--- config.mk ---
export PLATFORM = sky130hd
export DESIGN_NAME = lcd_cmd_queue
export DESIGN_NICKNAME = d
export VERILOG_FILES = /design/src/rtl/lcd_pkg.sv /design/src/rtl/lcd_cmd_fifo.sv /design/src/rtl/lcd_cmd_queue.sv
export SDC_FILE = /design/constraint.sdc
export NUM_CORES = 1
export LEC_CHECK = 0
export CAP_MARGIN = 20
export CORE_ASPECT_RATIO = 1.1
export CORE_MARGIN = 4
export CORE_UTILIZATION = 35
export CTS_CLUSTER_SIZE = 30
export DETAILED_ROUTE_END_ITERATION = 8
export PLACE_DENSITY_LB_ADDON = 0.25
export SYNTH_ARGS = -nofsm -noshare
export SYNTH_HDL_FRONTEND = slang
export SYNTH_SLANG_ARGS = --single-unit
--- constraint.sdc ---
create_clock -name clk_62p5mhz -period 3.51 [get_ports clk_62p5mhz]
set_input_delay 0.351 -clock clk_62p5mhz [delete_from_list [all_inputs] [get_ports clk_62p5mhz]]
set_output_delay 0.351 -clock clk_62p5mhz [all_outputs]
set_load 0.03 [all_outputs]
--- src/rtl/lcd_pkg.sv ---
// lcd_pkg: shared definitions for the LCD command queue.
//   - issue FSM state encoding
//   - default byte gap / power-on gap and the SPI divider they assume
//   - LCD word field positions
package lcd_pkg;

  typedef enum logic [1:0] {
    IDLE = 2'd0,
    SEND = 2'd1,
    HOLD = 2'd2
  } lcd_state_t;

  // SPI driver runs at divider 25; one byte takes 451 cycles, GAP leaves margin.
  localparam int LCD_SPI_DIV         = 25;
  localparam int LCD_SPI_BYTE_CYCLES = 451;
  localparam int LCD_GAP_DEFAULT     = 460;
  localparam int LCD_PWR_GAP_DEFAULT = 2;

  // 10-bit LCD word: [9] power-on, [8] D/C, [7:0] byte.
  localparam int LCD_WORD_W  = 10;
  localparam int LCD_PWR_BIT = 9;
  localparam int LCD_DC_BIT  = 8;

  // Hold-counter reload: pulse-to-pulse spacing is the gap, and SEND itself
  // plus the counter's terminal cycle account for two of those cycles.
  function automatic int hold_reload(input logic pwr, input int gap, input int pwr_gap);
    return pwr ? (pwr_gap - 2) : (gap - 2);
  endfunction

endpackage

--- src/rtl/lcd_cmd_fifo.sv ---
// lcd_cmd_fifo: synchronous DEPTH x W FIFO with registered occupancy.
// Storage has no reset; pointers and level do. A push on a pop edge is
// accepted even when full, since the pop frees the slot on the same edge.
module lcd_cmd_fifo #(
  parameter int DEPTH = 16,
  parameter int W     = 10
) (
  input  logic                     clk_62p5mhz,
  input  logic                     reset,
  input  logic                     push,
  input  logic [W-1:0]             wr_data,
  input  logic                     pop,
  output logic [W-1:0]             rd_data,
  output logic                     full,
  output logic                     empty,
  output logic [$clog2(DEPTH):0]   level
);

  localparam int AW = $clog2(DEPTH);
  localparam int LW = AW + 1;

  logic [W-1:0]  mem [DEPTH];
  logic [AW-1:0] wr_ptr;
  logic [AW-1:0] rd_ptr;
  logic          do_push;
  logic          do_pop;

  assign empty   = (level == '0);
  assign full    = (level == LW'(DEPTH));
  assign do_pop  = pop && !empty;
  assign do_push = push && (!full || do_pop);
  assign rd_data = mem[rd_ptr];

  // Storage write; contents are don't-care until pushed, so no reset.
  always_ff @(posedge clk_62p5mhz) begin
    if (do_push) mem[wr_ptr] <= wr_data;
  end

  // Pointers wrap naturally (DEPTH is a power of two); level carries the extra bit.
  always_ff @(posedge clk_62p5mhz or posedge reset) begin
    if (reset) begin
      wr_ptr <= '0;
      rd_ptr <= '0;
      level  <= '0;
    end else begin
      if (do_push) wr_ptr <= wr_ptr + 1'b1;
      if (do_pop)  rd_ptr <= rd_ptr + 1'b1;
      case ({do_push, do_pop})
        2'b10:   level <= level + 1'b1;
        2'b01:   level <= level - 1'b1;
        default: level <= level;
      endcase
    end
  end

endmodule

--- src/rtl/lcd_cmd_queue.sv ---
// lcd_cmd_queue: buffers CPU LCD stores and paces them to the SPI driver,
// one single-cycle start pulse per word, spaced by GAP (or PWR_GAP after a
// power-on word).
// Optional feature: define LCD_QUEUE_OVF_EN to get a sticky overflow flag;
// otherwise ovf is tied low and ovf_clr is ignored.
module lcd_cmd_queue
  import lcd_pkg::*;
#(
  parameter int DEPTH   = 16,
  parameter int GAP     = LCD_GAP_DEFAULT,
  parameter int PWR_GAP = LCD_PWR_GAP_DEFAULT
) (
  input  logic                   clk_62p5mhz,
  input  logic                   reset,
  input  logic                   wr_en,
  input  logic [9:0]             wr_data,
  output logic                   spi_start,
  output logic [9:0]             spi_din,
  output logic                   full,
  output logic                   empty,
  output logic [$clog2(DEPTH):0] level,
  output logic                   ovf,
  input  logic                   ovf_clr
);

  localparam int CNT_W = (GAP > PWR_GAP) ? $clog2(GAP) : $clog2(PWR_GAP);

  lcd_state_t       state_q, state_d;
  logic [CNT_W-1:0] hold_cnt_q, hold_cnt_d;
  logic             pop;
  logic             fifo_empty;
  logic             fifo_full;
  logic [9:0]       fifo_head;

  lcd_cmd_fifo #(
    .DEPTH (DEPTH),
    .W     (LCD_WORD_W)
  ) u_fifo (
    .clk_62p5mhz (clk_62p5mhz),
    .reset       (reset),
    .push        (wr_en),
    .wr_data     (wr_data),
    .pop         (pop),
    .rd_data     (fifo_head),
    .full        (fifo_full),
    .empty       (fifo_empty),
    .level       (level)
  );

  assign full      = fifo_full;
  assign empty     = fifo_empty && (state_q == IDLE);
  assign spi_start = (state_q == SEND);

  // Issue FSM: state, hold counter and the presented word.
  always_ff @(posedge clk_62p5mhz or posedge reset) begin
    if (reset) begin
      state_q    <= IDLE;
      hold_cnt_q <= '0;
      spi_din    <= '0;
    end else begin
      state_q    <= state_d;
      hold_cnt_q <= hold_cnt_d;
      if (pop) spi_din <= fifo_head;
    end
  end

  // Next-state logic. When the hold expires with a word waiting, the pop
  // happens on that same edge (IDLE is passed through without spending a
  // cycle) so back-to-back spacing is exactly the gap.
  always_comb begin
    state_d    = state_q;
    hold_cnt_d = hold_cnt_q;
    pop        = 1'b0;
    case (state_q)
      IDLE: begin
        if (!fifo_empty) begin
          pop     = 1'b1;
          state_d = SEND;
        end
      end
      SEND: begin
        hold_cnt_d = CNT_W'(hold_reload(spi_din[LCD_PWR_BIT], GAP, PWR_GAP));
        state_d    = HOLD;
      end
      HOLD: begin
        if (hold_cnt_q == '0) begin
          if (!fifo_empty) begin
            pop     = 1'b1;
            state_d = SEND;
          end else begin
            state_d = IDLE;
          end
        end else begin
          hold_cnt_d = hold_cnt_q - 1'b1;
        end
      end
      default: state_d = IDLE;
    endcase
  end

`ifdef LCD_QUEUE_OVF_EN
  logic drop;
  logic ovf_q;

  // A push the FIFO refuses (full, no pop on that edge) is the overflow event.
  assign drop = wr_en && fifo_full && !pop;
  assign ovf  = ovf_q;

  // Sticky overflow flag; a new overflow wins over a simultaneous clear.
  always_ff @(posedge clk_62p5mhz or posedge reset) begin
    if (reset)        ovf_q <= 1'b0;
    else if (drop)    ovf_q <= 1'b1;
    else if (ovf_clr) ovf_q <= 1'b0;
  end
`else
  logic unused_ovf_clr;
  assign unused_ovf_clr = ovf_clr;
  assign ovf            = 1'b0;
`endif

endmodule

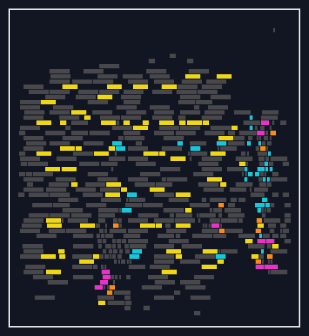
(images/gates.png)
- orange: xor and xnor cells (cells 11)
- magenta: fa/ha/maj cells (cells 11)
- cyan: aoi and oai cells (cells 31; where middle right)
- yellow: mux cells (cells 66)
Top cell excl fill/tap: edfxtp_1
Comb/total area: 23.9%
Layout Cells excl Fill: 786

==> impl_metrics.toml <==
# implementation run metrics
[outcome]
status = "complete, no violations"

[worst_setup_path]
path_max_fanout = 10
cp_slowest_cell = "and2_1"
cp-end-kind = "flip-flop"
crit_chain = "inv_1, ha_1, or4b_1, o2111ai_2, nand2_2, nor3b_2, and2_1"
ff2ff_setup_slack_ps = 530
cp_data_required_time_ps = 3570
reg2reg_depth = 7
crit_end = "u_fifo.mem[7][7]"
critical_path.startpoint_type = "flip-flop"
crit_arrival_ps = 3040
crit_path_max_incr_delay_ps = 550
r2r_end = "u_fifo.mem[7][7]"
crit_type = "reg -> reg"

[cts]
post_cts_resized = 0
h-tree-depth = 4
postCtsSetupBuffers = 0
hold_buffers = 0
clock.latency.late_pin_ps = 440
cts_max_path_buffers = 2
cts_root_buf = "clkbuf_16"

[global_route]
grt_max_degree = 43
antenna_found_initial = 0

[die]
die_area_um2 = 25500
rows = 57
core_um2 = 22400

[sta]
hold_violations = 0
max-slew-margin-rel_pct = 39.0
fin_crit_ps = 2980
max_freq_ghz = 0.336
setup_viol = 0
slew_violations = 0
finalClockSkew_ps = 34.6
fin_hold_ws_ps = 413

[route]
first_pass_iters = 5
num_vias = 3997
drc_errors = 0
wire_per_inst_um = 21.1

[yosys]
fp_nets = 459
syn_inst = 434
synth-edff-count = 160
ys_ff = 194
synthTopCellsByArea = "edfxtp_1 (60%), mux4_2 (11%), dfrtp_1 (11%)"
yosys_area_um2 = 8050
ys_types = 53
synth_area_um2 = 8050
top_area_cell = "edfxtp_1"
avgSynthCellArea_um2 = 18.5
yosys.area.top_type_share_pct = 59.7

[power_and_ir_drop]
power.density_nw_per_um2 = 846

[placed_design]
dp_hpwl_mm = 10.5
io_buffers = 30
post-place-ws_ps = 501
dp_cells = 754

[layout]
drive_gt1_share_pct = 23.8
num-fill-cells = 2003
antenna-diode-count = 0
area_growth_pct = 16.1

[run]
maxCapViolCount = 0
openroad.warnings = 31

[hold_path]
hold_path_class = "in -> async"
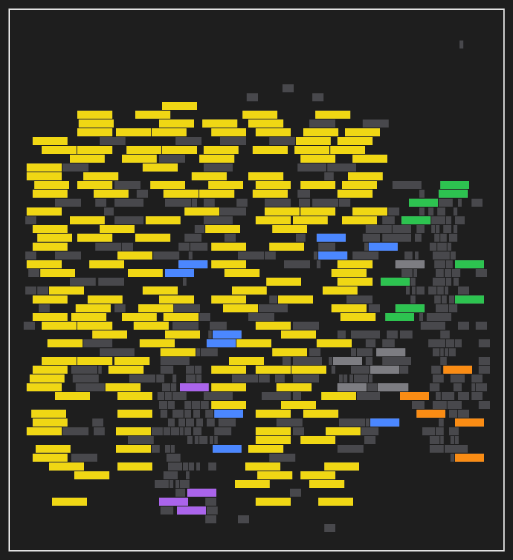
(images/ff_map.png)
- yellow: u_fifo.mem (placed flops 160)
- green: hold_cnt_q (placed flops 9; where middle right)
- blue: spi_din (placed flops 10)
- purple: u_fifo.wr_ptr (placed flops 4)
- orange: u_fifo.level (placed flops 5; where lower right)
register area: 5660 um2
post-layout util: 41.7%
P_seq: 3220 uW
fraction of area in registers: 60.5%

## metal layers
metal / GRT usage (%) / vias to the layer above / routed length (um) / part of all wire [%]
li1: - / 1806 / - / -
met1: 17.7 / 2122 / 7310 / 44
met2: 22.4 / 65 / 8600 / 52
met3: 3.22 / 4 / 579 / 3.5
met4: 3.68 / 0 / 60 / 0.36
met5: 0 / - / 0 / 0
## cells by family (layout without fill, tap and decap cells)
kind of cell	Yosys count	count (layout)	synth area share (%)
adder cells (fa/ha/maj)	11	11	1.80
flip-flops	194	194	70.3
AND-OR/OR-AND	37	37	4.04
XOR/XNOR	11	11	1.20
buffers and inverters	35	92	2.01
AND/OR/NAND/NOR	79	79	6.16
other	1	1	0.0466
multiplexers	66	66	14.5
## worst min-delay path by stage
stage / startpoint / end / depth (start not counted)
after floorplan: wr_data[0] / u_fifo.mem[0][0] / 0
after global placement: spi_din[0] / spi_din[0] / 2
after detailed placement: spi_din[0] / spi_din[0] / 2
after CTS: reset / u_fifo.level[0] / 2
after global routing: reset / u_fifo.level[1] / 2
final: reset / hold_cnt_q[7] / 2
## layout make-up
cell class	instances	area [um2]	share of cell area, %
inverters	12	46.3	0.496
well taps	295	369	3.95
clock inverters	14	163	1.74
multi-input cells	205	2230	23.9
repair buffers	48	448	4.79
flip-flops and latches	194	5660	60.5
clock buffers	18	429	4.59
## flip-flops by register name (all words and copies together), names as in the netlist
signal,cells
u_fifo.wr_ptr,4
spi_din,10
u_fifo.mem,160
hold_cnt_q,9
state_q,2
u_fifo.rd_ptr,4
u_fifo.level,5
## stage by stage
step / utilization, % / power [uW]
5_1_grt: 41.7 / 8390
3_3_place_gp: 39.1 / 6030
2_1_floorplan: - / 5240
4_1_cts: 41.7 / 8020
3_5_place_dp: 39.1 / 6090
6_report: 41.7 / 7910
## cells in the final DEF, fill, tap and decap left out, types with 2 or more instances in the layout
cell type	count
nand4_1	2
mux4_2	40
nor4_1	3
or4_1	2
mux2_2	3
inv_8	4
xor2_1	3
clkinv_2	2
xnor2_1	8
o22ai_1	2
clkbuf_16	17
dfrtp_1	33
or4b_1	2
a21oi_1	9
clkinvlp_4	2
ha_1	10
nor2_1	10
nand2_1	22
mux2i_1	23
nand2b_1	2
and2_1	9
clkinv_8	2
clkdlybuf4s50_1	30
and3_1	4
inv_1	11
nor4_4	2
o21ai_0	3
o21a_1	2
nand3_1	8
a21o_1	4
nor3b_1	2
buf_4	17
o221ai_2	9
inv_6	3
edfxtp_1	160
o31ai_1	2
## power by group
group          total (uW)  switching, uW  internal, uW
logic                2760           1500          1270
clock network        1920            906          1020
registers            3220            335          2890
## worst max-delay path: cells and delay by family (launching register included)
kind                       cells  cell delay (ps)
AOI/OAI and AO/OA              1              330
DFF                            1              410
adders and majority gates      1              170
and+or+nand+nor                4             1600
buffers and inverters          1               90
Power is estimated from default activity; no workload was simulated.
